===== config.mk =====
export PLATFORM = sky130hd
export DESIGN_NAME = neural_acq_framer
export DESIGN_NICKNAME = d
export VERILOG_FILES = /design/src/rtl/neural_acq_pkg.sv /design/src/rtl/neural_sync_fifo.sv /design/src/rtl/neural_acq_framer.sv
export SDC_FILE = /design/constraint.sdc
export NUM_CORES = 2
export LEC_CHECK = 0
export ABC_AREA = 1
export CORE_MARGIN = 2
export CORE_UTILIZATION = 51
export CTS_CLUSTER_DIAMETER = 100
export CTS_CLUSTER_SIZE = 30
export DETAILED_ROUTE_END_ITERATION = 8
export PLACE_DENSITY_LB_ADDON = 0.15
export SLEW_MARGIN = 5
export SYNTH_ARGS = -nofsm -noshare
export SYNTH_HDL_FRONTEND = slang
export SYNTH_SLANG_ARGS = --single-unit

===== constraint.sdc =====
create_clock -name sys_clk -period 5.92 [get_ports sys_clk]
set_input_delay 0.888 -clock sys_clk [delete_from_list [all_inputs] [get_ports sys_clk]]
set_output_delay 0.888 -clock sys_clk [all_outputs]
set_load 0.01 [all_outputs]

===== src/rtl/neural_acq_pkg.sv =====
// Shared types and constants for the neural acquisition framer.
package neural_acq_pkg;

    typedef enum logic [1:0] {
        IDLE = 2'd0,
        HDR  = 2'd1,
        PAY  = 2'd2,
        TRL  = 2'd3
    } state_t;

    localparam logic [1:0] MODE_RAW  = 2'd0;
    localparam logic [1:0] MODE_DEC2 = 2'd1;
    localparam logic [1:0] MODE_DEC4 = 2'd2;
    localparam logic [1:0] MODE_THR  = 2'd3;

    // Header channel tag; callers slice the low CH_W bits.
    localparam logic [31:0] HDR_TAG = 32'hFFFF_FFFF;

    function automatic int word_w(input int ch_w, input int ts_w, input int sample_w);
        return ch_w + ts_w + sample_w;
    endfunction

endpackage


===== src/rtl/neural_sync_fifo.sv =====
// Single-clock first-word-fall-through FIFO with occupancy output.
module neural_sync_fifo #(
    parameter int DATA_W = 32,
    parameter int DEPTH  = 32
) (
    input  logic                       clk,
    input  logic                       rst,
    input  logic                       wr_en,
    input  logic [DATA_W-1:0]          wr_data,
    input  logic                       rd_en,
    output logic [DATA_W-1:0]          rd_data,
    output logic [$clog2(DEPTH):0]     level,
    output logic                       full
);

    localparam int AW = $clog2(DEPTH);
    localparam logic [AW:0] FULL_LVL = (AW + 1)'(DEPTH);

    logic [DATA_W-1:0] mem [DEPTH];
    logic [AW-1:0]     wr_ptr;
    logic [AW-1:0]     rd_ptr;
    logic              wr_ok;
    logic              rd_ok;

    // Fullness is judged on the registered level, so a same-cycle pop cannot free a slot.
    assign full    = (level == FULL_LVL);
    assign wr_ok   = wr_en && !full;
    assign rd_ok   = rd_en && (level != '0);
    assign rd_data = mem[rd_ptr];

    always_ff @(posedge clk or posedge rst) begin
        if (rst) begin
            wr_ptr <= '0;
            rd_ptr <= '0;
            level  <= '0;
        end else begin
            if (wr_ok) wr_ptr <= wr_ptr + AW'(1);
            if (rd_ok) rd_ptr <= rd_ptr + AW'(1);
            case ({wr_ok, rd_ok})
                2'b10:   level <= level + (AW + 1)'(1);
                2'b01:   level <= level - (AW + 1)'(1);
                default: level <= level;
            endcase
        end
    end

    always_ff @(posedge clk) begin
        if (wr_ok) mem[wr_ptr] <= wr_data;
    end

endmodule


===== src/rtl/neural_acq_framer.sv =====
// Acquisition framer: channel filter, timestamping, FIFO buffering and
// header/payload/checksum framing onto a valid/ready stream.
module neural_acq_framer
    import neural_acq_pkg::*;
#(
    parameter int SAMPLE_W  = 12,
    parameter int TS_W      = 16,
    parameter int CH_W      = 4,
    parameter int N_CH      = 16,
    parameter int DEPTH     = 32,
    parameter int FRAME_LEN = 8
) (
    input  logic                          sys_clk,
    input  logic                          sys_rst,
    input  logic                          in_valid,
    input  logic [SAMPLE_W-1:0]           in_sample,
    input  logic [CH_W-1:0]               in_channel,
    input  logic [N_CH-1:0]               ch_enable,
    input  logic [1:0]                    mode,
    input  logic [SAMPLE_W-1:0]           threshold,
    input  logic                          flush_req,
    output logic                          out_valid,
    input  logic                          out_ready,
    output logic [CH_W+TS_W+SAMPLE_W-1:0] out_data,
    output logic                          out_sof,
    output logic                          out_eof,
    output logic [$clog2(DEPTH):0]        fifo_level,
    output logic [15:0]                   drop_count
);

    localparam int W     = word_w(CH_W, TS_W, SAMPLE_W);
    localparam int LVL_W = $clog2(DEPTH) + 1;

    logic [TS_W-1:0]  ts;
    logic [1:0]       phase [N_CH];
    logic [1:0]       mode_q;
    logic             ch_ok;
    logic             keep;
    logic             fifo_full;
    logic             pop;
    logic [W-1:0]     fifo_head;

    state_t           state, state_d;
    logic [LVL_W-1:0] cnt, cnt_d, pay_cnt;
    logic [W-1:0]     chk;
    logic [TS_W-1:0]  frame_seq;
    logic             flush_pend;
    logic             start;
    logic             hs;

    // ---- input filter stage ----
    always_comb begin
        keep  = 1'b0;
        ch_ok = in_valid && (int'(in_channel) < N_CH) && ch_enable[in_channel];
        case (mode)
            MODE_RAW:            keep = ch_ok;
            MODE_DEC2, MODE_DEC4: keep = ch_ok && (phase[in_channel] == 2'd0);
            MODE_THR:            keep = ch_ok && (in_sample >= threshold);
            default:             keep = 1'b0;
        endcase
    end

    always_ff @(posedge sys_clk or posedge sys_rst) begin
        if (sys_rst) begin
            ts         <= '0;
            mode_q     <= MODE_RAW;
            drop_count <= '0;
            for (int i = 0; i < N_CH; i++) phase[i] <= 2'd0;
        end else begin
            mode_q <= mode;
            if (in_valid) ts <= ts + TS_W'(1);
            if (keep && fifo_full && drop_count != 16'hFFFF)
                drop_count <= drop_count + 16'd1;
            // A mode change restarts every channel's decimation phase.
            if (mode != mode_q) begin
                for (int i = 0; i < N_CH; i++) phase[i] <= 2'd0;
            end else if (ch_ok && mode == MODE_DEC2) begin
                phase[in_channel] <= {1'b0, ~phase[in_channel][0]};
            end else if (ch_ok && mode == MODE_DEC4) begin
                phase[in_channel] <= phase[in_channel] + 2'd1;
            end
        end
    end

    neural_sync_fifo #(
        .DATA_W (W),
        .DEPTH  (DEPTH)
    ) u_fifo (
        .clk     (sys_clk),
        .rst     (sys_rst),
        .wr_en   (keep),
        .wr_data ({in_channel, ts, in_sample}),
        .rd_en   (pop),
        .rd_data (fifo_head),
        .level   (fifo_level),
        .full    (fifo_full)
    );

    // ---- framer FSM stage ----
    assign hs = out_valid && out_ready;

    always_comb begin
        state_d = state;
        cnt_d   = cnt;
        start   = 1'b0;
        pop     = 1'b0;
        case (state)
            IDLE: begin
                if (fifo_level >= LVL_W'(FRAME_LEN)) begin
                    state_d = HDR;
                    cnt_d   = LVL_W'(FRAME_LEN);
                    start   = 1'b1;
                end else if (flush_pend && fifo_level != '0) begin
                    state_d = HDR;
                    cnt_d   = fifo_level;
                    start   = 1'b1;
                end
            end
            HDR: if (hs) state_d = PAY;
            PAY: begin
                if (hs) begin
                    pop = 1'b1;
                    if (pay_cnt == cnt - LVL_W'(1)) state_d = TRL;
                end
            end
            TRL: if (hs) state_d = IDLE;
            default: state_d = IDLE;
        endcase
    end

    // Outputs decode registered state only, so they never follow out_ready.
    always_comb begin
        out_valid = (state != IDLE);
        out_sof   = (state == HDR);
        out_eof   = (state == TRL);
        case (state)
            HDR:     out_data = {HDR_TAG[CH_W-1:0], frame_seq, SAMPLE_W'(cnt)};
            PAY:     out_data = fifo_head;
            TRL:     out_data = chk;
            default: out_data = '0;
        endcase
    end

    always_ff @(posedge sys_clk or posedge sys_rst) begin
        if (sys_rst) begin
            state      <= IDLE;
            cnt        <= '0;
            pay_cnt    <= '0;
            chk        <= '0;
            frame_seq  <= '0;
            flush_pend <= 1'b0;
        end else begin
            state <= state_d;
            cnt   <= cnt_d;
            if (start) begin
                pay_cnt <= '0;
                chk     <= '0;
            end else if (pop) begin
                pay_cnt <= pay_cnt + LVL_W'(1);
                chk     <= chk ^ fifo_head;
            end
            if (state == TRL && hs) frame_seq <= frame_seq + TS_W'(1);
            if (flush_req)  flush_pend <= 1'b1;
            else if (start) flush_pend <= 1'b0;
        end
    end

endmodule


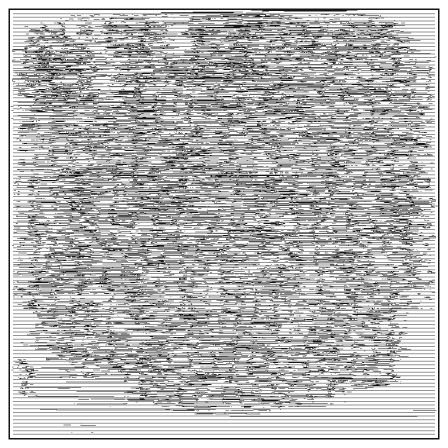
**Above:** met1 routing.
Supply wires on this layer in grey.
nets with wire on the layer: 4,485
wire length on this layer: 59.1 mm
longest straight run: 143 um
main direction: horizontal
Detailed Route WL: 141,700 um
met1 Usage GRT: 38.04%
vias after detailed routing: 34,355

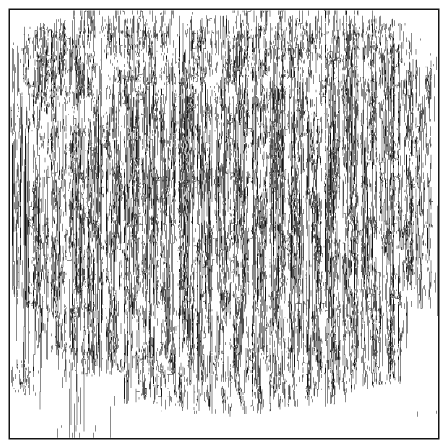
**Above:** metal 2.
longest straight run: 177 um
main direction: vertical
nets with wire on the layer: 3,398

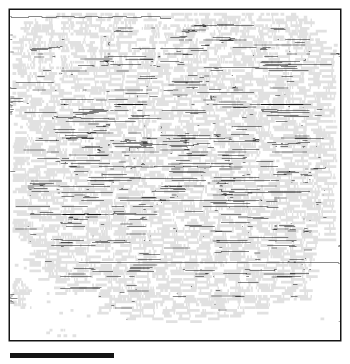
**Above:** the metal 3 layer.
Bar = 100 um.
share of all routed wire: 6.0%
wire length on this layer: 8,520 um
nets with wire on the layer: 341
main direction: horizontal
longest straight run: 251 um

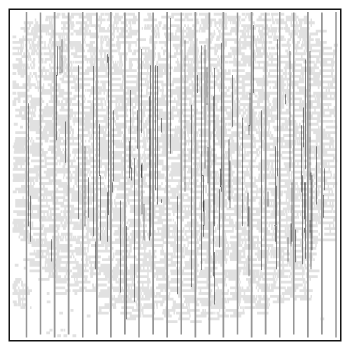
**Above:** the metal 4 layer.
Supply wires on this layer in grey.
wire length on this layer: 6,080 um
main direction: vertical
longest straight run: 216 um

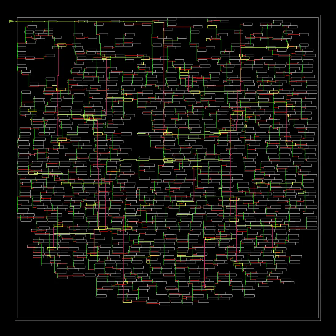
**Above:** clock nets.
TritonCTS Sinks: 1,169
registers: 1,169
Clk. pwr: 4.00 mW
clkbuf count: 58
clk_skew: 0.04264 ns

==> per-layer routing <==
layer | vias up | routed length [um]
met5 | - | 0
met4 | 0 | 6084
met3 | 203 | 8522
met2 | 1222 | 68000
met1 | 16925 | 59070
li1 | 16005 | -
==> power breakdown <==
| group | switching, mW | total [mW] | internal (mW) |
|---|---|---|---|
| clock | 2.51 | 4.00 | 1.49 |
| sequential | 0.380 | 9.90 | 9.52 |
| combinational | 6.90 | 9.66 | 2.76 |
| total | 9.80 | 23.6 | 13.8 |
==> logic make-up (layout without fill, tap and decap cells) <==
group                      Yosys count  in the layout
DFF                               1169           1169
adders and majority gates           30             30
AOI/OAI and AO/OA                  597            597
other                                0              1
buffers and inverters              474            527
xor gates and xnor gates            68             68
and+or+nand+nor                   2334           2334
==> flip-flops by register name, indices dropped and copies added (netlist names) <==
signal         count
ts                16
mode_q             2
state              2
u_fifo.mem      1024
chk               32
u_fifo.rd_ptr      5
pay_cnt            6
phase             32
drop_count        16
u_fifo.level       6
cnt                6
frame_seq         16
u_fifo.wr_ptr      5
flush_pend         1
==> how the worst max path moves through the flow <==
stage	slack [ns]	end
2_1_floorplan	1.14	chk[0]
3_3_place_gp	0.94	u_fifo.mem[26][25]
3_5_place_dp	0.90	u_fifo.mem[26][27]
4_1_cts	0.70	out_data[20]
5_1_grt	0.54	out_data[20]
6_report	0.70	out_data[20]
==> placed cells by master (no fill, tap or decap), drive strengths merged, types with 58 or more instances in the layout <==
| cell type | n |
|---|---|
| nor2 | 799 |
| o21ai | 396 |
| clkdlybuf4s50 | 105 |
| clkbuf | 58 |
| a21oi | 96 |
| inv | 221 |
| buf | 131 |
| edfxtp | 1024 |
| nand2 | 997 |
| nand3 | 486 |
| dfrtp | 145 |
==> impl_metrics.csv <==
group,metric,value,unit
status,status,"finished clean",
worst_setup_path,critPathRequiredTime,5.03,ns
place,dp_cells,5944,
synthesis,synthTopCellsByCount,"edfxtp_1, nand2_1, nor2_1",
layout,comb_area_share,25.75,%
routing,first_pass_iters,6,
place,port_buffers,107,
worst_setup_path,cp_slowest_cell,"inv_2",
worst_setup_path,critPathBufInv,3,
sta,fin_setup_tns,0,ns
worst_setup_path,start_kind,"flop",
clock_network,ctsHoldBuffers,0,
clock_network,clkLatencyLatePin,0.68,ns
worst_setup_path,slowest_delay,0.84,ns
synthesis,synth-simple-area-share,19.07,%
synthesis,yosys_area,0.05037,sq mm
synthesis,fp_nets,4753,
synthesis,synth-async-reset-ratio,12.40,%
sta,drv_slew,0,
floorplanning,core-area,0.09813,sq mm
routing,post-route-drc-count,0,
floorplanning,tap_cells,1287,
worst_setup_path,endpoint_kind,"output pin",
synthesis,yosysWarnings,0,
sta,hold_violations,0,
sta,layout_setup_ws,0.6999,ns
sta,hold_slack,0.5041,ns
worst_setup_path,r2r_cells,11,
worst_setup_path,criticalPathCategory,"reg -> out",
layout,dominant_cells,"flip-flops and latches",
layout,seq-cell-share,63.04,%
layout,logic_area,0.01405,sq mm
worst_hold_path,hold_end,"frame_seq[4]",
layout,comb_cells,3029,
clock_network,htreeDepth,2,
synthesis,syn-cell-area,0.05037,sq mm
pwr,total_power,23.55,mW
synthesis,flop_cell,"edfxtp_1",
clock_network,clk_pin_slew_worst_paths,0.12,ns
clock_network,clockRootBuffer,"clkbuf_16",
worst_setup_path,cp_top_family,"buffers and inverters",
synthesis,synthTopLogicFamily,"simple AND/OR/NAND/NOR gates",
global_routing,antenna_found_initial,2,
sta,setup_viol,0,
Power and IR drop assume default switching activity.
